$ cat config.mk
export PLATFORM = sky130hd
export DESIGN_NAME = pixel_conf_sequencer
export DESIGN_NICKNAME = d
export VERILOG_FILES = /design/src/rtl/rd53_conf_pkg.sv /design/src/rtl/conf_addr_incr.sv /design/src/rtl/pixel_conf_sequencer.sv
export SDC_FILE = /design/constraint.sdc
export NUM_CORES = 1
export LEC_CHECK = 0
export CAP_MARGIN = 20
export CORE_UTILIZATION = 51
export CTS_BUF_LIST = sky130_fd_sc_hd__clkbuf_4
export CTS_CLUSTER_DIAMETER = 100
export CTS_CLUSTER_SIZE = 12
export DETAILED_ROUTE_END_ITERATION = 10
export PLACE_DENSITY = 0.93
export SLEW_MARGIN = 25
export SYNTH_ARGS = -nofsm -noshare
export SYNTH_HDL_FRONTEND = slang
export SYNTH_SLANG_ARGS = --single-unit
$ cat constraint.sdc
create_clock -name Clk -period 2.85 [get_ports Clk]
set_clock_uncertainty 0.05 [all_clocks]
set_input_delay 0.57 -clock Clk [delete_from_list [all_inputs] [get_ports Clk]]
set_output_delay 0.57 -clock Clk [all_outputs]
set_load 0.02 [all_outputs]
$ cat src/rtl/rd53_conf_pkg.sv
// Shared types and constants for the core configuration bus: pixel address
// layout, broadcast address, and the configuration sequencer state encoding.
package rd53_conf_pkg;

  localparam int REGIONS_PER_CORE  = 16;
  localparam int PIXELS_PER_REGION = 4;

  localparam logic [1:0]  LAST_PIXEL     = 2'(PIXELS_PER_REGION - 1);
  localparam logic [3:0]  LAST_REGION    = 4'(REGIONS_PER_CORE - 1);
  localparam logic [11:0] CONF_BROADCAST = 12'hFFF;

  typedef struct packed {
    logic [5:0] row;
    logic [3:0] region;
    logic [1:0] pixel;
  } conf_addr_t;

  typedef enum logic [2:0] {
    ST_IDLE,
    ST_SETUP,
    ST_STROBE,
    ST_HOLD,
    ST_RDWAIT,
    ST_DONE
  } seq_state_e;

  // Phases during which a write beat owns the write-data lines.
  function automatic logic is_write_phase(input seq_state_e s);
    return (s == ST_SETUP) || (s == ST_STROBE) || (s == ST_HOLD);
  endfunction

endpackage

$ cat src/rtl/conf_addr_incr.sv
// Combinational next-pixel address: pixel, then region, then row, wrapping
// past MAX_ROW back to row 0 and flagging the wrap.
module conf_addr_incr
  import rd53_conf_pkg::*;
#(
  parameter int MAX_ROW = 47
) (
  input  conf_addr_t addr,
  output conf_addr_t addr_next,
  output logic       wrap
);

  // NOTE: every output gets a default first so no path through the
  // conditionals leaves a value unassigned and infers a latch.
  always_comb begin
    addr_next = addr;
    wrap      = 1'b0;
    if (addr.pixel != LAST_PIXEL) begin
      addr_next.pixel = addr.pixel + 2'd1;
    end else begin
      addr_next.pixel = '0;
      if (addr.region != LAST_REGION) begin
        addr_next.region = addr.region + 4'd1;
      end else begin
        addr_next.region = '0;
        if (int'(addr.row) >= MAX_ROW) begin
          addr_next.row = '0;
          wrap          = 1'b1;
        end else begin
          addr_next.row = addr.row + 6'd1;
        end
      end
    end
  end

endmodule

$ cat src/rtl/pixel_conf_sequencer.sv
// Burst sequencer for per-pixel configuration writes/readbacks with
// setup/strobe/hold timing on the shared core configuration bus.
module pixel_conf_sequencer
  import rd53_conf_pkg::*;
#(
  parameter int SETUP_CYC = 1,
  parameter int WR_CYC    = 1,
  parameter int HOLD_CYC  = 1,
  parameter int RD_CYC    = 2,
  parameter int MAX_ROW   = 47
) (
  input  logic        Clk,
  input  logic        ResetB,
  input  logic        CmdValid,
  output logic        CmdReady,
  input  logic        CmdWrite,
  input  logic [11:0] CmdAddr,
  input  logic [7:0]  CmdData,
  input  logic [5:0]  CmdLen,
  input  logic        Abort,
  output logic [11:0] AddressConfOut,
  output logic        ConfWrOut,
  output logic [7:0]  DataConfWr,
  input  logic [7:0]  DataConfRegions,
  output logic        RdValid,
  output logic [7:0]  RdData,
  output logic [11:0] RdAddr,
  output logic        Busy,
  output logic        ErrPulse,
  output logic        WrapFlag
);

  localparam logic [2:0] SETUP_LD = 3'(SETUP_CYC - 1);
  localparam logic [2:0] WR_LD    = 3'(WR_CYC - 1);
  localparam logic [2:0] HOLD_LD  = 3'(HOLD_CYC - 1);
  localparam logic [2:0] RD_LD    = 3'(RD_CYC - 1);

  seq_state_e state_q, state_d;
  logic [2:0] cnt_q, cnt_d;
  logic [5:0] beats_q, beats_d;
  conf_addr_t addr_q, addr_d;
  logic [7:0] wdata_q, wdata_d;
  logic       write_q, write_d;
  logic       abort_q, abort_d;
  logic       wrap_q, wrap_d;
  logic       err_d;
  logic       beat_end;

  conf_addr_t cmd_addr;
  conf_addr_t addr_inc;
  logic       addr_wrap;
  logic       cmd_bcast;
  logic       cmd_reject;
  logic       rd_fire;

  assign cmd_addr   = conf_addr_t'(CmdAddr);
  assign cmd_bcast  = (CmdAddr == CONF_BROADCAST);
  assign cmd_reject = (!CmdWrite && cmd_bcast) ||
                      (!cmd_bcast && int'(cmd_addr.row) > MAX_ROW);
  assign rd_fire    = (state_q == ST_RDWAIT) && (cnt_q == 3'd0);

  conf_addr_incr #(.MAX_ROW(MAX_ROW)) u_addr_incr (
    .addr      (addr_q),
    .addr_next (addr_inc),
    .wrap      (addr_wrap)
  );

  always_comb begin
    state_d  = state_q;
    cnt_d    = cnt_q;
    beats_d  = beats_q;
    addr_d   = addr_q;
    wdata_d  = wdata_q;
    write_d  = write_q;
    abort_d  = abort_q;
    wrap_d   = wrap_q;
    err_d    = 1'b0;
    beat_end = 1'b0;

    // Abort is latched so it survives until the current beat completes.
    if (state_q != ST_IDLE && Abort) abort_d = 1'b1;

    case (state_q)
      ST_IDLE: begin
        if (CmdValid) begin
          if (cmd_reject) begin
            err_d = 1'b1;
          end else begin
            state_d = ST_SETUP;
            cnt_d   = SETUP_LD;
            addr_d  = cmd_addr;
            wdata_d = CmdData;
            write_d = CmdWrite;
            beats_d = cmd_bcast ? 6'd0 : CmdLen;
            abort_d = 1'b0;
            wrap_d  = 1'b0;
          end
        end
      end
      ST_SETUP: begin
        if (cnt_q != 3'd0) begin
          cnt_d = cnt_q - 3'd1;
        end else if (write_q) begin
          state_d = ST_STROBE;
          cnt_d   = WR_LD;
        end else begin
          state_d = ST_RDWAIT;
          cnt_d   = RD_LD;
        end
      end
      ST_STROBE: begin
        if (cnt_q != 3'd0) begin
          cnt_d = cnt_q - 3'd1;
        end else begin
          state_d = ST_HOLD;
          cnt_d   = HOLD_LD;
        end
      end
      ST_HOLD, ST_RDWAIT: begin
        if (cnt_q != 3'd0) cnt_d = cnt_q - 3'd1;
        else               beat_end = 1'b1;
      end
      ST_DONE: state_d = ST_IDLE;
      default: state_d = ST_IDLE;
    endcase

    // Next beat's SETUP follows immediately; the address only advances
    // when another beat actually follows.
    if (beat_end) begin
      if (beats_q == 6'd0 || abort_q || Abort) begin
        state_d = ST_DONE;
      end else begin
        state_d = ST_SETUP;
        cnt_d   = SETUP_LD;
        beats_d = beats_q - 6'd1;
        addr_d  = addr_inc;
        if (addr_wrap) wrap_d = 1'b1;
      end
    end
  end

  // NOTE: sequential state uses non-blocking assignments; bus outputs are
  // registered from the next-state values so they are glitch-free and
  // line up with the state they belong to.
  always_ff @(posedge Clk or negedge ResetB) begin
    if (!ResetB) begin
      state_q    <= ST_IDLE;
      cnt_q      <= '0;
      beats_q    <= '0;
      addr_q     <= '0;
      wdata_q    <= '0;
      write_q    <= 1'b0;
      abort_q    <= 1'b0;
      wrap_q     <= 1'b0;
      CmdReady   <= 1'b1;
      Busy       <= 1'b0;
      ConfWrOut  <= 1'b0;
      DataConfWr <= '0;
      ErrPulse   <= 1'b0;
      RdValid    <= 1'b0;
      RdData     <= '0;
      RdAddr     <= '0;
    end else begin
      state_q    <= state_d;
      cnt_q      <= cnt_d;
      beats_q    <= beats_d;
      addr_q     <= addr_d;
      wdata_q    <= wdata_d;
      write_q    <= write_d;
      abort_q    <= abort_d;
      wrap_q     <= wrap_d;
      CmdReady   <= (state_d == ST_IDLE);
      Busy       <= (state_d != ST_IDLE);
      ConfWrOut  <= (state_d == ST_STROBE);
      DataConfWr <= (write_d && is_write_phase(state_d)) ? wdata_d : 8'h00;
      ErrPulse   <= err_d;
      RdValid    <= rd_fire;
      if (rd_fire) begin
        RdData <= DataConfRegions;
        RdAddr <= addr_q;
      end
    end
  end

  assign AddressConfOut = addr_q;
  assign WrapFlag       = wrap_q;

endmodule

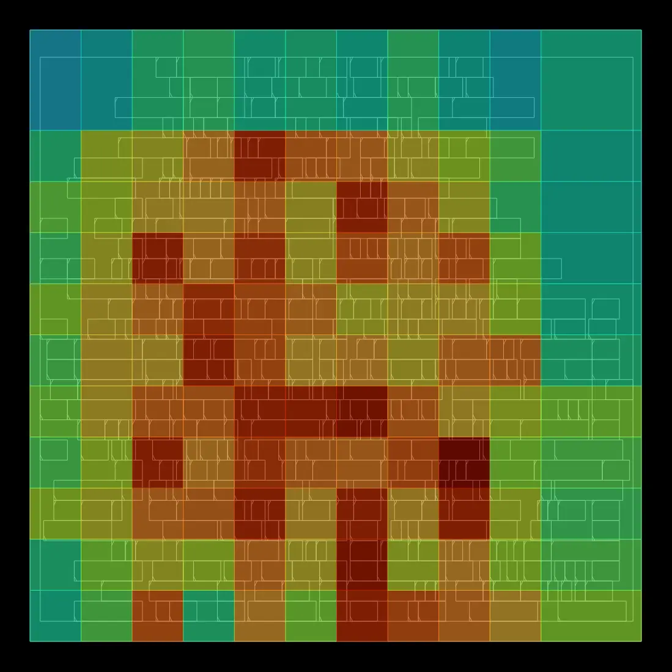
**Above:** run 1 (congestion heat map).
GRT Util Overall: 27.2%
met1 track utilization from global routing: 33.7%
most utilized layer in the global route result: met2

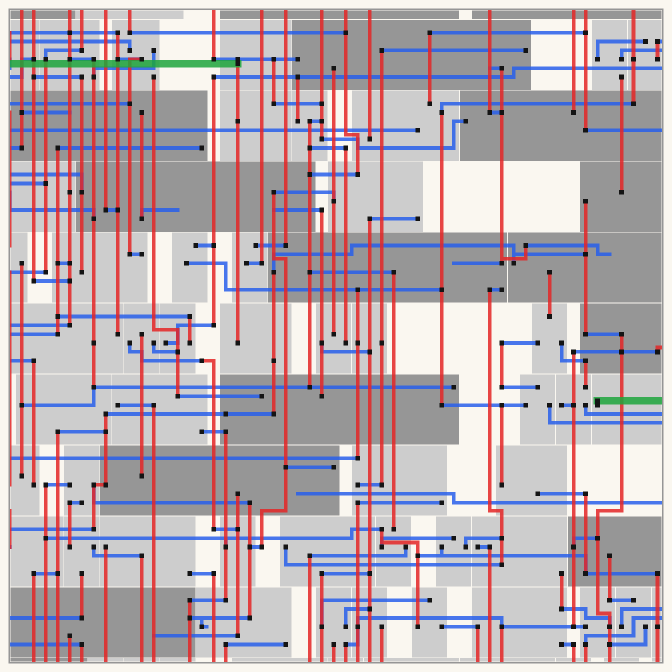
**Above:** run 1 (zoomed window).
Window x 49 to 74, y 8 to 33 µm. Cells in gray, sequential cells in the stronger gray; small squares are vias.
Key: red = M2; blue = M1; green = M3
54 logic cells have their middle in the window. Sequential cells in the window: 9. Netlist names of flops here include AddressConfOut (3), RdAddr (3), RdData (3). Most frequent: nand2_1 (21), clkdlybuf4s50_1 (11), dfrtp_1 (9).

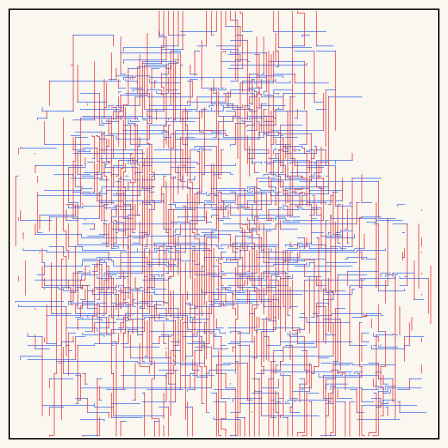
**Above:** run 1 (wiring by layer).
Only two layers are drawn.
Key: red = M2 [wire length 4300 µm]; blue = M1 [wire length 3380 µm]

==> qor.rpt, run 1 <==
====================================================================================
Count of clock buffers in the final design ............................           11
Run status ............................................................ finished, final reports clean
Drt via density .......................................................         5.90
Capture point of the critical path .................................... DataConfWr[5]$_DFF_PN0_
Number of antenna-violating nets in the routed design .................            0
Data arrival at the endpoint of the critical path .....................      2680 ps
Commonest flop ........................................................ sky130_fd_sc_hd__dfrtp_1
Startpoint types ......................................................    input pin
Setup crit end kind ...................................................         flop
Overall die area ......................................................     6820 µm²
DIE HEIGHT ............................................................      82.6 µm
Ys flops ..............................................................           68
Proportion of layout cells with a drive suffix above 1 ................        10.7%
Proportion of synthesized flip-flops having asynchronous set or reset .         100%
Sequential cell area ..................................................     1700 µm²
LEAKAGE ...............................................................      1.96 nW
Maximum clock path buffer count .......................................            2
Area of the multi-input gates .........................................     1480 µm²
Part of the power in combinational logic ..............................        48.7%
Leading cell type in the layout, fill and taps excluded ............... sky130_fd_sc_hd__clkdlybuf4s50_1
Instance area at placement ............................................     4240 µm²
Count of sequential standard cells ....................................           68
Nonclk inv count ......................................................           14
Post-layout worst setup margin ........................................       469 ps
Global-route wire length before repair ................................     13600 µm
Register-to-Register Setup Slack ......................................       500 ps
Pins over their slew limit ............................................            0
Reg2Reg Depth .........................................................            6
Total buffers and inverters traversed by the critical path ............            2
Internal Pwr Total ....................................................      2.88 mW
Number of clock buffers inserted by TritonCTS .........................            9
Width of the die ......................................................      82.6 µm
Cell with the largest stage delay on the worst path ................... sky130_fd_sc_hd__or4b_4
Synthesized chip area reported by yosys ...............................     3310 µm²
Routed wire length on met3 ............................................       508 µm
Cell area after layout ................................................     4410 µm²
Count of cells resized by post-cts repair .............................            0
Pwr per Cell Area .....................................................  1120 nW/µm²
Antenna cells .........................................................            0
Drt total wl ..........................................................      8320 µm
Number of distinct library cells after synthesis ......................           58
Via count .............................................................         2980
Non-clock buffering overhead ..........................................        21.0%
Clock network area share ..............................................        3.58%
H-Tree Level Count ....................................................            3
Number of detailed-route iterations in the first pass .................            6
Final count of negative-setup-slack endpoints .........................            0
Worst reg2reg path startpoint ......................................... state_q[0]$_DFF_PN0_
Library cell occupying the most area in the post-synthesis netlist .... sky130_fd_sc_hd__dfrtp_1
Net switching power ...................................................      2.03 mW
Count of port buffers added during placement ..........................           84
Top cell family by delay on the critical path ......................... buffers and inverters
# clock sinks .........................................................           68
Sequential cell area share ............................................        38.6%
Hold slack ............................................................       114 ps
Proportion of power drawn by flip-flops and latches ...................        36.6%
Total met2 wirelength after detailed routing ..........................      4300 µm
Final period util .....................................................        83.5%
Final Net Count .......................................................          473
Slew at the pin with the worst max-slew slack .........................       695 ps
Class of the most critical hold timing path ...........................     in2async
Multi-input combinational gate total ..................................          239
Multi-input gate share of total cell area .............................        33.5%
Clock period minus final worst setup slack ............................      2380 ps
Final total power .....................................................      4.91 mW
Number of antenna violations at the first check in global routing .....            0
Top sig layer .........................................................         met4
DRC violation count after routing .....................................            0
Net count after synthesis .............................................          386
Worst slew margin relative to its limit ...............................        53.6%
Post-CTS setup buffer count ...........................................            0
Worst IR drop on VDD ..................................................     0.689 mV
Num rows ..............................................................           28
Final estimated routing congestion in global placement ................        0.893
Post-Route M1 WL ......................................................      3380 µm
Detail-routed net length per standard cell ............................      16.5 µm
Clock tree from TritonCTS .............................................          yes
Cell count along the critical path ....................................            7
Top cell area share ...................................................        50.7%
Cell-by-cell listing of the critical path ............................. clkdlybuf4s50_1 > or4b_4 > a21oi_4 > a21o_2 > buf_4 > a32oi_1 > nor2_1
Top cells by area, synth .............................................. sky130_fd_sc_hd__dfrtp_1 51%, sky130_fd_sc_hd__nand2_1 9.1%, sky130_fd_sc_hd__ha_1 3.0%, sky130_fd_sc_hd__mux2i_1 3.0%, sky130_fd_sc_hd__mux2_2 2.7%
Overflow left after global routing ....................................            0
Cell Area, Synth ......................................................     3310 µm²
Accumulated negative setup slack ......................................         0 ps
Clk slew on worst S/H paths ...........................................       110 ps
Setup slack at placement ..............................................     -34.8 ps
Number of hold-repair buffers added at the cts stage ..................            0
Root Driver ........................................................... sky130_fd_sc_hd__clkbuf_4
Top cell types by occurrence after synthesis .......................... 80 x sky130_fd_sc_hd__nand2_1, 67 x sky130_fd_sc_hd__dfrtp_1, 22 x sky130_fd_sc_hd__nor2_1, 15 x sky130_fd_sc_hd__o21ai_0, 14 x sky130_fd_sc_hd__inv_1
CP max FO .............................................................           18
Area of the core region ...............................................     6100 µm²
Number of global-route vias before repair .............................         2924
Filler-free cell count of the finished design .........................          505
Register area share after synthesis ...................................        51.5%
Post-synthesis instance total .........................................          339
Floorplan utilization .................................................        54.3%
HPWL after detailed placement .........................................      5940 µm
Most frequent cells in the layout ..................................... 83 x sky130_fd_sc_hd__clkdlybuf4s50_1, 80 x sky130_fd_sc_hd__nand2_1, 67 x sky130_fd_sc_hd__dfrtp_1
Setup repair after global routing missed its margin ...................        false
Number of non-clock buffers in the layout .............................           94
Number of synthesized flops with an enable pin ........................            0
CP required ...........................................................      3150 ps
Mean Syn Cell Area ....................................................     9.76 µm²
WS Path Type ..........................................................       in2reg
Layout area overhead ..................................................        33.2%
Largest area class, layout ............................................    registers
Switching share of power ..............................................        41.4%
Critical path startpoint ..............................................     CmdValid
Utilization after layout ..............................................        72.3%
Highest Clock Rate ....................................................      420 MHz
Number of logged tool warnings ........................................           28
Number of placed cells counting well taps .............................          490
Number of warnings printed during yosys synthesis .....................            0
Yosys cell count ......................................................          339
Clk pwr share .........................................................        14.6%
Largest net degree at the start of global routing .....................           29
Biggest cell delay along the critical path ............................       520 ps
End of the worst register-to-register path ............................ DataConfWr[5]$_DFF_PN0_
I/O pin cnt ...........................................................           85
Starting DRT DRC Count ................................................          224
Well tap count ........................................................           75
Top cell type by instance count after synthesis ....................... sky130_fd_sc_hd__nand2_1
Clock latency on the worst-skew pair ..................................       410 ps
Count of fill cells added during filler insertion .....................          429
Number of endpoints with negative hold slack in the final report ......            0
Max capacitance violation total .......................................            0
====================================================================================
-- run 1: routing by layer --
layer,vias up,GRT usage (%)
met2,132,45.6
li1,1377,-
met3,13,6.26
met1,1458,33.7
met5,-,0
met4,0,11.6
-- run 1: kinds of logic (layout without fill, tap and decap cells) --
logic type	after synthesis	in the layout	share of synthesized area, %
flip-flops	68	68	51.5
buffers and inverters	32	123	4.16
adder cells (fa/ha/maj)	8	8	3.02
AND-OR/OR-AND	76	76	16.7
multiplexers	18	18	5.75
AND/OR/NAND/NOR	137	137	18.9
-- run 1: power groups by stage --
stage	sequential, mW	combinational (mW)	clock, mW
after floorplan	2.03	1.18	0
after global placement	1.78	2.27	0
after detailed placement	1.80	2.37	0
after CTS	1.79	2.39	0.720
after global routing	1.86	2.62	0.769
final	1.80	2.40	0.718
==> inputs of run 2 (changes only) <==
Clock period 2.85 ns to 2.2 ns, I/O delays scaled along.
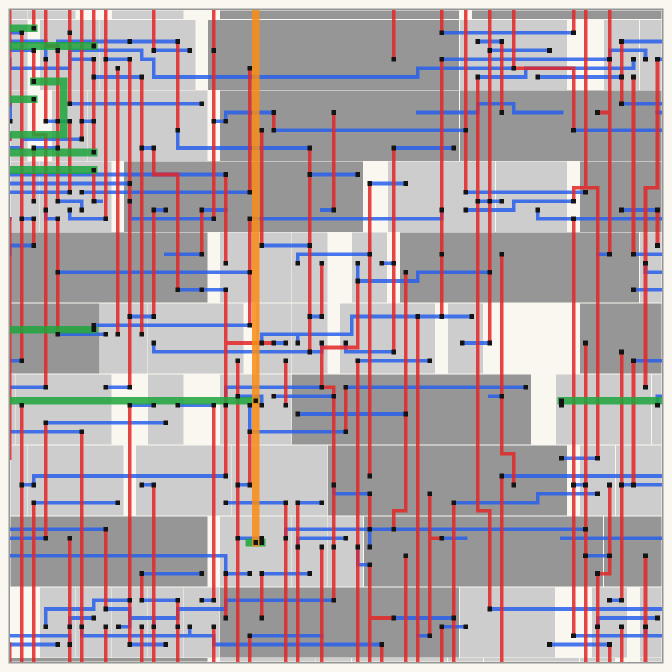
**Above:** run 2 (zoomed window).
Window x 49 to 74, y 8 to 33 µm. Cells in gray, sequential cells in the stronger gray; small squares are vias.
Key: orange = M4; green = M3; red = M2; blue = M1
Sequential cells in the window: 11. Most frequent: nand2_1 (20), dfrtp_1 (10), clkdlybuf4s50_1 (8). 51 logic cells have their middle in the window. Netlist names of flops here include RdAddr (4), AddressConfOut (3), RdData (3).

==> run 2 against run 1 <==
Against the previous run:
- clock-buffer cell count down 1
- flip-flop count stayed put
- synthesized area did not move
- worst hold slack better by 320 ps
- global-route usage up 2.3 points
- routed wire length is 11% higher
- first-iteration DRC count grew 57%
- critical path type is now reg2reg
- critical endpoint is now AddressConfOut[4]$_DFFE_PN0P_
==> qor.rpt, run 2 <==
====================================================================================
Run status ............................................................ finished, final reports clean   unchanged
Class of the most critical hold timing path ...........................     in2async   unchanged
Setup slack at placement ..............................................      -258 ps   was -34.8 ps
Starting DRT DRC Count ................................................          352   was 224
Non-clock buffering overhead ..........................................        24.3%   was 21.0%
Filler-free cell count of the finished design .........................          530   was 505
Reg2Reg Depth .........................................................            7   was 6
Top cell area share ...................................................        50.7%   unchanged
Via count .............................................................         3169   was 2980
Multi-input combinational gate total ..................................          239   unchanged
Total buffers and inverters traversed by the critical path ............            2   unchanged
H-Tree Level Count ....................................................            3   unchanged
Number of non-clock buffers in the layout .............................          118   was 94
Commonest flop ........................................................ sky130_fd_sc_hd__dfrtp_1   unchanged
Number of synthesized flops with an enable pin ........................            0   unchanged
Top sig layer .........................................................         met4   unchanged
Area of the multi-input gates .........................................     1480 µm²   about the same
Register area share after synthesis ...................................        51.5%   unchanged
Number of clock buffers inserted by TritonCTS .........................            9   unchanged
Drt via density .......................................................         5.98   was 5.90
Post-synthesis instance total .........................................          339   unchanged
Final estimated routing congestion in global placement ................        0.965   was 0.893
Worst IR drop on VDD ..................................................     0.963 mV   was 0.689 mV
Proportion of synthesized flip-flops having asynchronous set or reset .         100%   unchanged
Count of clock buffers in the final design ............................           10   was 11
Worst slew margin relative to its limit ...............................        56.5%   was 53.6%
Cell with the largest stage delay on the worst path ................... sky130_fd_sc_hd__dfrtp_1   was sky130_fd_sc_hd__or4b_4
Floorplan utilization .................................................        54.3%   unchanged
Top cells by area, synth .............................................. sky130_fd_sc_hd__dfrtp_1 51%, sky130_fd_sc_hd__nand2_1 9.1%, sky130_fd_sc_hd__ha_1 3.0%, sky130_fd_sc_hd__mux2i_1 3.0%, sky130_fd_sc_hd__mux2_2 2.7%   unchanged
CP required ...........................................................      2520 ps   was 3150 ps
WS Path Type ..........................................................      reg2reg   was in2reg
Met1 track utilization from global routing ............................        34.3%   was 33.7%
Area of the core region ...............................................     6100 µm²   unchanged
Antenna cells .........................................................            0   unchanged
Top cell family by delay on the critical path ......................... simple AND/OR/NAND/NOR gates   was buffers and inverters
Top cell type by instance count after synthesis ....................... sky130_fd_sc_hd__nand2_1   unchanged
HPWL after detailed placement .........................................      6560 µm   was 5940 µm
Accumulated negative setup slack ......................................         0 ps   unchanged
Width of the die ......................................................      82.6 µm   unchanged
Global-route wire length before repair ................................     14600 µm   was 13600 µm
Number of distinct library cells after synthesis ......................           58   unchanged
Yosys cell count ......................................................          339   unchanged
Final total power .....................................................      6.51 mW   was 4.91 mW
Setup crit end kind ...................................................         flop   unchanged
Synthesized chip area reported by yosys ...............................     3310 µm²   unchanged
Largest net degree at the start of global routing .....................           26   was 29
Count of fill cells added during filler insertion .....................          388   was 429
Well tap count ........................................................           75   unchanged
Clock latency on the worst-skew pair ..................................       430 ps   was 410 ps
Routed wire length on met3 ............................................       606 µm   was 508 µm
Clock period minus final worst setup slack ............................      2190 ps
Number of warnings printed during yosys synthesis .....................            0   unchanged
Library cell occupying the most area in the post-synthesis netlist .... sky130_fd_sc_hd__dfrtp_1   unchanged
I/O pin cnt ...........................................................           85   unchanged
Clock network area share ..............................................        3.05%   was 3.58%
Sequential cell area ..................................................     1710 µm²   was 1700 µm²
Number of global-route vias before repair .............................         3116   was 2924
Clock tree from TritonCTS .............................................          yes   unchanged
Count of port buffers added during placement ..........................           84   unchanged
Count of sequential standard cells ....................................           68   unchanged
Cell area after layout ................................................     4590 µm²   was 4410 µm²
Hold slack ............................................................       433 ps   was 114 ps
Multi-input gate share of total cell area .............................        32.3%   was 33.5%
Post-layout worst setup margin ........................................      14.9 ps   was 469 ps
Register-to-Register Setup Slack ......................................        10 ps   was 500 ps
Clk slew on worst S/H paths ...........................................       120 ps   was 110 ps
Post-CTS setup buffer count ...........................................            0   unchanged
Leading cell type in the layout, fill and taps excluded ............... sky130_fd_sc_hd__clkdlybuf4s50_1   unchanged
Slew at the pin with the worst max-slew slack .........................       653 ps   was 695 ps
Drt total wl ..........................................................      9200 µm   was 8320 µm
Capture point of the critical path .................................... AddressConfOut[4]$_DFFE_PN0P_   was DataConfWr[5]$_DFF_PN0_
Number of antenna violations at the first check in global routing .....            0   unchanged
Data arrival at the endpoint of the critical path .....................      2510 ps   was 2680 ps
Cell Area, Synth ......................................................     3310 µm²   unchanged
Overall die area ......................................................     6820 µm²   unchanged
Final period util .....................................................        99.3%
Post-Route M1 WL ......................................................      3590 µm   was 3380 µm
Number of logged tool warnings ........................................           28   unchanged
Top cell types by occurrence after synthesis .......................... 80 x sky130_fd_sc_hd__nand2_1, 67 x sky130_fd_sc_hd__dfrtp_1, 22 x sky130_fd_sc_hd__nor2_1, 15 x sky130_fd_sc_hd__o21ai_0, 14 x sky130_fd_sc_hd__inv_1   unchanged
Total met2 wirelength after detailed routing ..........................      4730 µm   was 4300 µm
Number of hold-repair buffers added at the cts stage ..................            1   was 0
Nonclk inv count ......................................................           14   unchanged
Max capacitance violation total .......................................            0   unchanged
Utilization after layout ..............................................        75.4%   was 72.3%
Overflow left after global routing ....................................            0   unchanged
Num rows ..............................................................           28   unchanged
Most frequent cells in the layout ..................................... 83 x sky130_fd_sc_hd__clkdlybuf4s50_1, 80 x sky130_fd_sc_hd__nand2_1, 64 x sky130_fd_sc_hd__dfrtp_1   was 83 x sky130_fd_sc_hd__clkdlybuf4s50_1, 80 x sky130_fd_sc_hd__nand2_1, 67 x sky130_fd_sc_hd__dfrtp_1
DRC violation count after routing .....................................            0   unchanged
Highest Clock Rate ....................................................      458 MHz
Final Net Count .......................................................          497   was 473
Number of endpoints with negative hold slack in the final report ......            0   unchanged
Ys flops ..............................................................           68   unchanged
Number of antenna-violating nets in the routed design .................            0   unchanged
# clock sinks .........................................................           68   unchanged
Largest area class, layout ............................................    registers   unchanged
Sequential cell area share ............................................        37.1%   was 38.6%
Number of placed cells counting well taps .............................          513   was 490
Proportion of layout cells with a drive suffix above 1 ................        17.1%   was 10.7%
Count of cells resized by post-cts repair .............................            0   unchanged
Root Driver ........................................................... sky130_fd_sc_hd__clkbuf_4   unchanged
Worst reg2reg path startpoint ......................................... state_q[2]$_DFF_PN0_   was state_q[0]$_DFF_PN0_
Pwr per Cell Area .....................................................  1420 nW/µm²   was 1120 nW/µm²
Critical path startpoint .............................................. state_q[2]$_DFF_PN0_   was CmdValid
CP max FO .............................................................           10   was 18
Cell-by-cell listing of the critical path ............................. nor3b_4 > o21ai_2 > buf_4 > nor2_2 > buf_6 > mux2i_1 > o221a_2   was clkdlybuf4s50_1 > or4b_4 > a21oi_4 > a21o_2 > buf_4 > a32oi_1 > nor2_1
Most utilized layer in the global route result ........................         met2   unchanged
LEAKAGE ...............................................................      2.07 nW   was 1.96 nW
Instance area at placement ............................................     4410 µm²   was 4240 µm²
DIE HEIGHT ............................................................      82.6 µm   unchanged
Startpoint types ......................................................         flop   was input pin
Net count after synthesis .............................................          386   unchanged
Final count of negative-setup-slack endpoints .........................            0   unchanged
End of the worst register-to-register path ............................ AddressConfOut[4]$_DFFE_PN0P_   was DataConfWr[5]$_DFF_PN0_
Maximum clock path buffer count .......................................            2   unchanged
Number of detailed-route iterations in the first pass .................            6   unchanged
Mean Syn Cell Area ....................................................     9.76 µm²   unchanged
Cell count along the critical path ....................................            7   unchanged
Pins over their slew limit ............................................            0   unchanged
Biggest cell delay along the critical path ............................       500 ps   was 520 ps
Layout area overhead ..................................................        38.8%   was 33.2%
====================================================================================
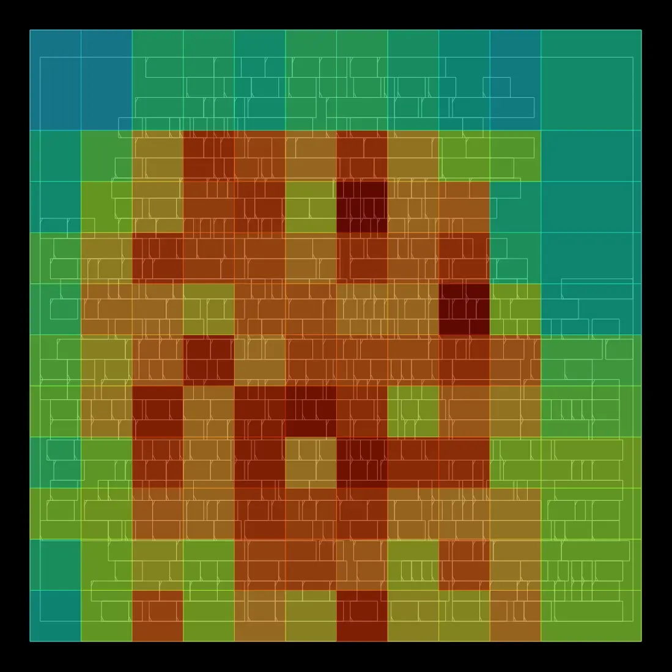
**Above:** run 2 (congestion heat map).
GRT Util Overall: 29.5%
detail-routed net length per standard cell: 17.4 µm
met2 Track Usage GR: 50.4%
grt met3 use: 7.14%

-- run 2: cell count changes in the layout (fill, tap and decap cells not counted), sizes merged --
cell / previous run / this run
dlygate4sd3: 0 / 1
clkinv: 0 / 5
bufinv: 2 / 1
buf: 11 / 34
clkbuf: 11 / 10
clkinvlp: 2 / 0
-- run 2: kinds of logic after synthesis --
group / count (synthesis) / share of synthesized area, %
DFF: 68 / 51.5
and+or+nand+nor: 137 / 18.9
muxes: 18 / 5.75
buffers and inverters: 32 / 4.16
AOI/OAI and AO/OA: 76 / 16.7
adders and majority gates: 8 / 3.02
-- run 2: power by group --
| group | internal, mW | switching, mW |
|---|---|---|
| sequential | 1.82 | 0.514 |
| combinational | 1.57 | 1.78 |
| clock | 0.359 | 0.469 |
Power and IR drop assume default switching activity.
